==> config.mk <==
export PLATFORM = sky130hd
export DESIGN_NAME = debouncer
export DESIGN_NICKNAME = d
export VERILOG_FILES = /design/src/rtl/debounce_pkg.sv /design/src/rtl/sync_2ff.sv /design/src/rtl/debouncer.sv
export SDC_FILE = /design/constraint.sdc
export NUM_CORES = 1
export LEC_CHECK = 0
export ABC_AREA = 1
export ABC_CLOCK_PERIOD_IN_PS = 1500
export CORE_AREA = 8 8 45 47
export DETAILED_ROUTE_END_ITERATION = 8
export DIE_AREA = 0 0 53 55
export GPL_TIMING_DRIVEN = 0
export HOLD_SLACK_MARGIN = 0.02
export PLACE_DENSITY = 0.47
export SLEW_MARGIN = 20
export SYNTH_ARGS = -nofsm -noshare
export SYNTH_HDL_FRONTEND = slang
export SYNTH_SLANG_ARGS = --single-unit
==> constraint.sdc <==
create_clock -name clk -period 1.5 [get_ports clk]
set_clock_uncertainty 0.1 [all_clocks]
set_input_delay 0.3 -clock clk [delete_from_list [all_inputs] [get_ports clk]]
set_output_delay 0.3 -clock clk [all_outputs]
set_load 0.005 [all_outputs]
run_1/density.png
11 x 11 tiles, from white (low) to dark blue (high), 0 to 100% covered.
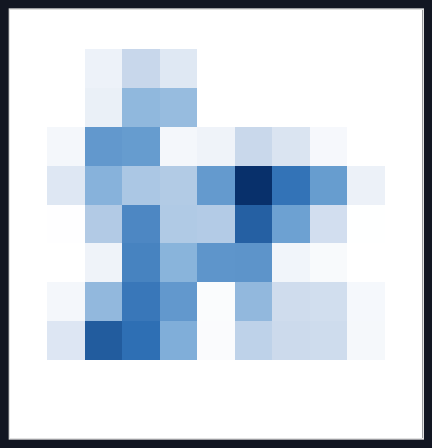
nearly empty tiles = 55%
emptiest ninth of the die = upper right
densest ninth of the die = centre
mean over tiles = 15%
tiles over 75% full = 2.5%
area of the core: 1380 µm²
fin util: 33.9%
FP Core Util: 25.5%

run_1/met2.png
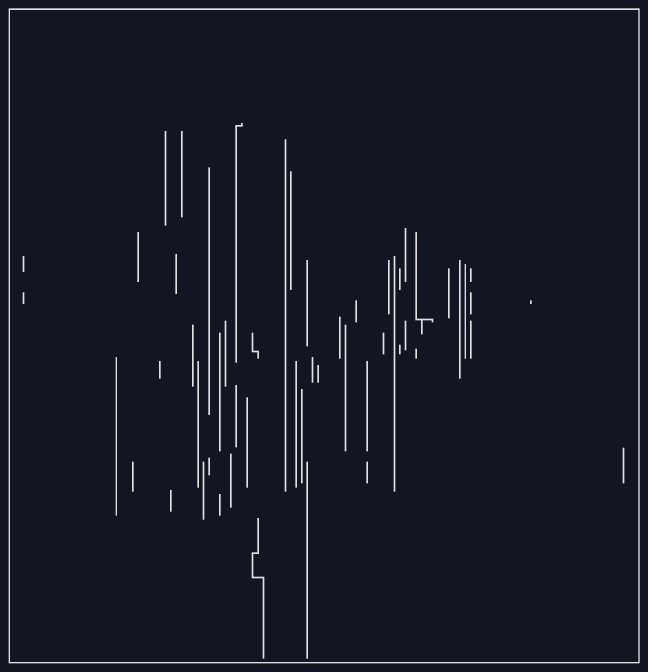
wire length on this layer = 342 µm
longest straight run = 29.6 µm
share of all routed wire = 51%
nets with wire on the layer = 42
DRT Wirelength: 664 µm
met2 usage: 8.40%
Via Count: 254

run_1/metal_stack.png
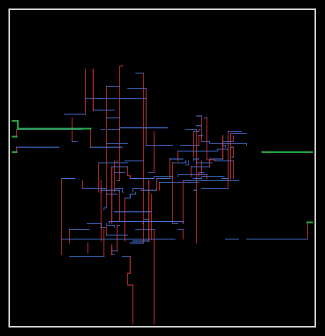
red -> met2  # wire length 342 µm
blue -> met1  # wire length 297 µm
green -> met3  # wire length 25.8 µm
GRT Util Overall: 5.40%
DR WL/cell: 10.5 µm

==> flow_summary.yaml, run 1 <==
# physical design summary
outcome:
  status: "complete, no violations"
logic_synthesis:
  numSynthFlops: 9
  syn_nets: 40
  yosysSeqAreaShare_pct: 63.8
  syn_inst: 36
  ys_top_cells_by_area: "dfrtp_1 64%, inv_1 7.4%, nand2_1 7.4%, nand2_2 7.1%, o21ai_0 4.3%"
  synth_top_area_share_pct: 63.8
  yosys_warnings: 0
  yosys_area_um2: 353
  yosys_cells: 36
  top_area_cell: "dfrtp_1"
  synth_cell_types: 10
  netlist_area_um2: 353
  syn_avg_cell_area_um2: 9.80
finish:
  nets: 52
  postLayoutCellArea_um2: 469
  fill_cells: 150
  lay_top_count: "dfrtp_1"
  final_cell_mix: "9 x dfrtp_1, 7 x inv_1, 7 x nand2_1, 4 x nand2_2"
  seq_area_um2: 225
  area_growth_pct: 33.0
  logic_area_um2: 97.6
  final_layout_size_suffix_gt1_share_pct: 19.1
  antenna_cells: 0
clock_tree:
  cts_tree: "yes"
  htree_num_levels: 1
  clkLatencyLatePin_ps: 250
  path_clk_slew_ps: 60
  cts.sinks: 9
  cts_buffer_depth: 2
  cts_buffers: 3
  root_buffer: "clkbuf_4"
  cts_hold_buf: 0
routing:
  first_pass_iters: 1
  viasPerCell: 4.03
  dr.first_iter.drc_count: 0
  drc_errors: 0
  ant_nets: 0
sta:
  fmax_mhz: 775
  period_used_pct: 86.1
  worst_pin_slew_ps: 337
  grt_setup_unrepaired: "false"
  final.setup.tns_ps: 0
  setup_slack_ps: 209
  period_minus_slack_ps: 1290
  relSlewSlack_pct: 77.5
  final-setup-viol-count: 0
  hold_viol: 0
  hold_ws_ps: 197
  slew_viol_final: 0
worst_setup_path:
  r2r_cells: 5
  slowest_delay_ps: 380
  path_buffers: 1
  cp.depth: 1
  critical_path_required_ps: 1100
  worstPathArrival_ps: 890
  crit_path_start_kind: "register"
  path_max_fanout: 2
  cp-end-kind: "primary output"
  rrSetupSlack_ps: 360
  slowest_stage: "dfrtp_1"
  crit_type: "reg -> out"
  worstPathCellList: "dlygate4sd2_1"
  critPathTopFamily: "flip-flops"
power_and_ir_drop:
  p_per_area_nw_per_um2: 1690
  vdd_drop_max_uv: 475
  p_leak_nw: 0.289
  p_total_w: 0.000791
place:
  hpwl_um: 498
  dpl_worst_slack_ps: 177
  dpl_cell_area_um2: 433
  io_buffers: 6
  gp_congestion: 0.753
flow_run:
  warning_count: 26
  maxCapViolCount: 0
die:
  die_w_um: 53
  die_area_um2: 2920
  rows: 14
  die_y_um: 55
  io_pins: 7
grt:
  grt_pass1_wl_um: 1090
  gr-total-overflow: 0
  antenna_found_initial: 0
  grt_max_degree: 10
  grt_pass1_vias: 277
worst_hold_path:
  hp-class: "in -> async"
-- run 1: synthesized netlist by cell type --
library cell	n
ha_1	1
nand2_2	4
nor2_1	1
inv_2	1
dfrtp_1	9
a21oi_1	1
inv_1	7
nand2_1	7
o21ai_0	3
nand3_1	2
-- run 1: logic make-up (layout without fill, tap and decap cells) --
logic type | after synthesis | count (layout) | share of synthesized area, %
DFF | 9 | 9 | 63.8
and+or+nand+nor | 14 | 14 | 18.4
adders and majority gates | 1 | 1 | 3.55
AOI/OAI and AO/OA | 4 | 4 | 5.67
buffers and inverters | 8 | 19 | 8.51
-- run 1: timing repair --
action                     in CTS  in global routing
gates resized                   2                  2
setup endpoints to repair       2                  2
buffers inserted                1                  0
-- run 1: stage by stage --
| stage | cells | util (%) |
|---|---|---|
| after global placement | 58 | 31.3 |
| after CTS | 63 | 33.5 |
| after detailed placement | 58 | 31.3 |
| final | 63 | 33.9 |
| after floorplan | 36 | - |
| after global routing | 63 | 33.9 |
-- run 1: per-layer routing --
layer / routed length [µm] / global-route usage [%] / share of wire [%] / vias to the layer above
met1: 296 / 5.29 / 45 / 120
met4: 0 / 6.47 / 0 / 0
met3: 25 / 1.60 / 3.8 / 0
met5: 0 / 0 / 0 / -
met2: 341 / 8.40 / 51 / 5
li1: - / - / - / 129
-- run 1: layout make-up --
| type | instances | share of cell area [%] |
|---|---|---|
| clock buffers | 4 | 5.60 |
| inverters | 8 | 6.40 |
| multi-input cells | 19 | 20.8 |
| flip-flops and latches | 9 | 48.0 |
| well taps | 16 | 4.27 |
| repair buffers | 7 | 14.9 |
-- run 1: where the power goes --
group          internal (W)  total [W]  leakage, nW  switching [W]
clock              0.000102   0.000184       0.0150      0.0000813
sequential         0.000314   0.000352        0.112      0.0000380
combinational      0.000117   0.000255        0.162       0.000138
==> run 2, diff against run 1 <==
- GPL_ROUTABILITY_DRIVEN: not set -> 0
run_2/metal_stack.png
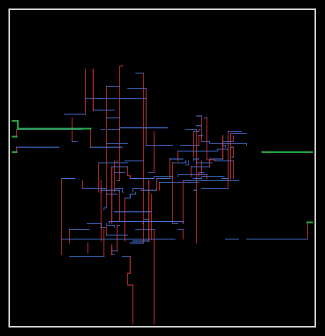
red -> met2  # wire length 342 µm
green -> met3  # wire length 25.8 µm
blue -> met1  # wire length 297 µm

run_2/met2.png
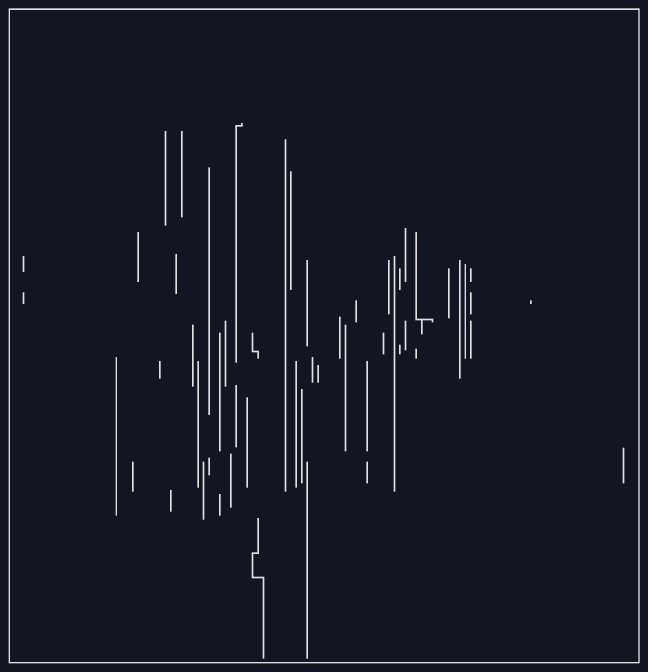
nets with wire on the layer = 42
share of all routed wire = 51%
main direction = vertical
longest straight run = 29.6 µm

==> flow_summary.yaml, run 2 <==
# physical design summary
logic_synthesis:
  syn_avg_cell_area_um2: 9.80
  ys_sh_mux_pct: 0
  synthAoiAreaFrac_pct: 5.67
  ff_type: "dfrtp_1"
  yosysSeqAreaShare_pct: 63.8
  logic_family: "simple AND/OR/NAND/NOR gates"
  top_cell: "dfrtp_1"
  adder_share_pct: 3.55
  synth_top_area_share_pct: 63.8
  numSynthFlops: 9
  ys_top_cells_by_area: "dfrtp_1 64%, inv_1 7.4%, nand2_1 7.4%, nand2_2 7.1%, o21ai_0 4.3%"
  top_cells_by_count: "9 x dfrtp_1, 7 x inv_1, 7 x nand2_1"
  yosys_cells: 36
  yosys_warnings: 0
  yosys_area_um2: 353
  async_flop_share_pct: 100
  edf_count: 0
  netlist_area_um2: 353
  synthSimpleGateAreaFrac_pct: 18.4
flow_run:
  maxCapViolCount: 0
  warning_count: 26
die:
  initCoreUtil_pct: 25.5
  die_w_um: 53
  io_pins: 7
  die_y_um: 55
  die_area_um2: 2920
grt:
  grt_pass1_wl_um: 1090
  grt_pass1_vias: 277
  grt_use_total_pct: 5.40
  antenna_found_initial: 0
worst_setup_path:
  worstPathCellList: "dlygate4sd2_1"
  slowest_delay_ps: 380
  cp-end-kind: "primary output"
  slowest_stage: "dfrtp_1"
  cp.depth: 1
  crit_path_start_kind: "register"
  r2r_cells: 5
  path_max_fanout: 2
  critical_path_required_ps: 1100
  rrSetupSlack_ps: 360
  path_buffers: 1
clock_tree:
  cts_hold_buf: 0
  cts_tree: "yes"
  cts.sinks: 9
  htree_num_levels: 1
  root_buffer: "clkbuf_4"
  path_clk_slew_ps: 60
  cts_buffer_depth: 2
sta:
  final-setup-viol-count: 0
  slew_viol_final: 0
  period_used_pct: 86.1
  period_minus_slack_ps: 1290
  grt_setup_unrepaired: "false"
  fmax_mhz: 775
  hold_viol: 0
  worst_pin_slew_ps: 337
  final.setup.tns_ps: 0
finish:
  nets: 52
  final_util_pct: 33.9
  lay_top_count: "dfrtp_1"
  fill_cells: 150
  area_growth_pct: 33.0
  antenna_cells: 0
  final_layout_size_suffix_gt1_share_pct: 19.1
  final_cell_mix: "9 x dfrtp_1, 7 x inv_1, 7 x nand2_1, 4 x nand2_2"
place:
  hpwl_um: 498
  io_buffers: 6
routing:
  ant_nets: 0
  vias: 254
  drc_errors: 0
  dr.first_iter.drc_count: 0
  viasPerCell: 4.03
power_and_ir_drop:
  p_per_area_nw_per_um2: 1690
  p_leak_nw: 0.289
  vdd_drop_max_uv: 475
worst_hold_path:
  hp-class: "in -> async"
outcome:
  status: "complete, no violations"
-- run 2: cell counts after synthesis --
No cell type changed its count.
-- run 2: power by group --
group	switching, W	total, W	internal [W]
registers	0.0000380	0.000352	0.000314
logic	0.000138	0.000255	0.000117
clock network	0.0000813	0.000184	0.000102
-- run 2: timing repair --
action                                 in CTS  in global routing
endpoints found under the hold margin       0                  0
setup endpoints to repair                   2                  2
buffers inserted                            1                  0
resized                                     2                  2
-- run 2: area by class of cell --
class / count / area, µm² / share of cell area, %
flip-flops and latches: 9 / 225 / 48.0
multi-input cells: 19 / 97.6 / 20.8
repair buffers: 7 / 70.1 / 14.9
inverters: 8 / 30.0 / 6.40
clock buffers: 4 / 26.3 / 5.60
well taps: 16 / 20.0 / 4.27
-- run 2: metrics by stage --
stage,worst slack [ps],hold WS (ps),cell area (µm²),std cells,total power [W]
after floorplan,467,27.9,353,36,0.000512
after global placement,187,240,433,58,0.000601
after detailed placement,177,241,433,58,0.000621
after CTS,15.7,205,464,63,0.000814
after global routing,169,239,469,63,0.000856
final,209,197,469,63,0.000791
-- run 2: layer usage --
layer | global-route usage, % | vias up | routed length [µm] | share of wire, %
met5 | 0 | - | 0 | 0
met4 | 6.47 | 0 | 0 | 0
met3 | 1.60 | 0 | 25 | 3.8
met2 | 8.40 | 5 | 341 | 51
met1 | 5.29 | 120 | 296 | 45
li1 | - | 129 | - | -
-- run 2: worst register-to-register path: cells and delay by family, from the launching register on --
family        cells  cell delay (ps)
flops             1              390
buf+inv           1               70
fa+ha+maj         1              220
simple gates      3              260
-- run 2: cells by family after synthesis --
logic type                 after synthesis
and+or+nand+nor                         14
DFF                                      9
buffers and inverters                    8
AOI/OAI and AO/OA                        4
adders and majority gates                1
Power and IR drop assume default switching activity.
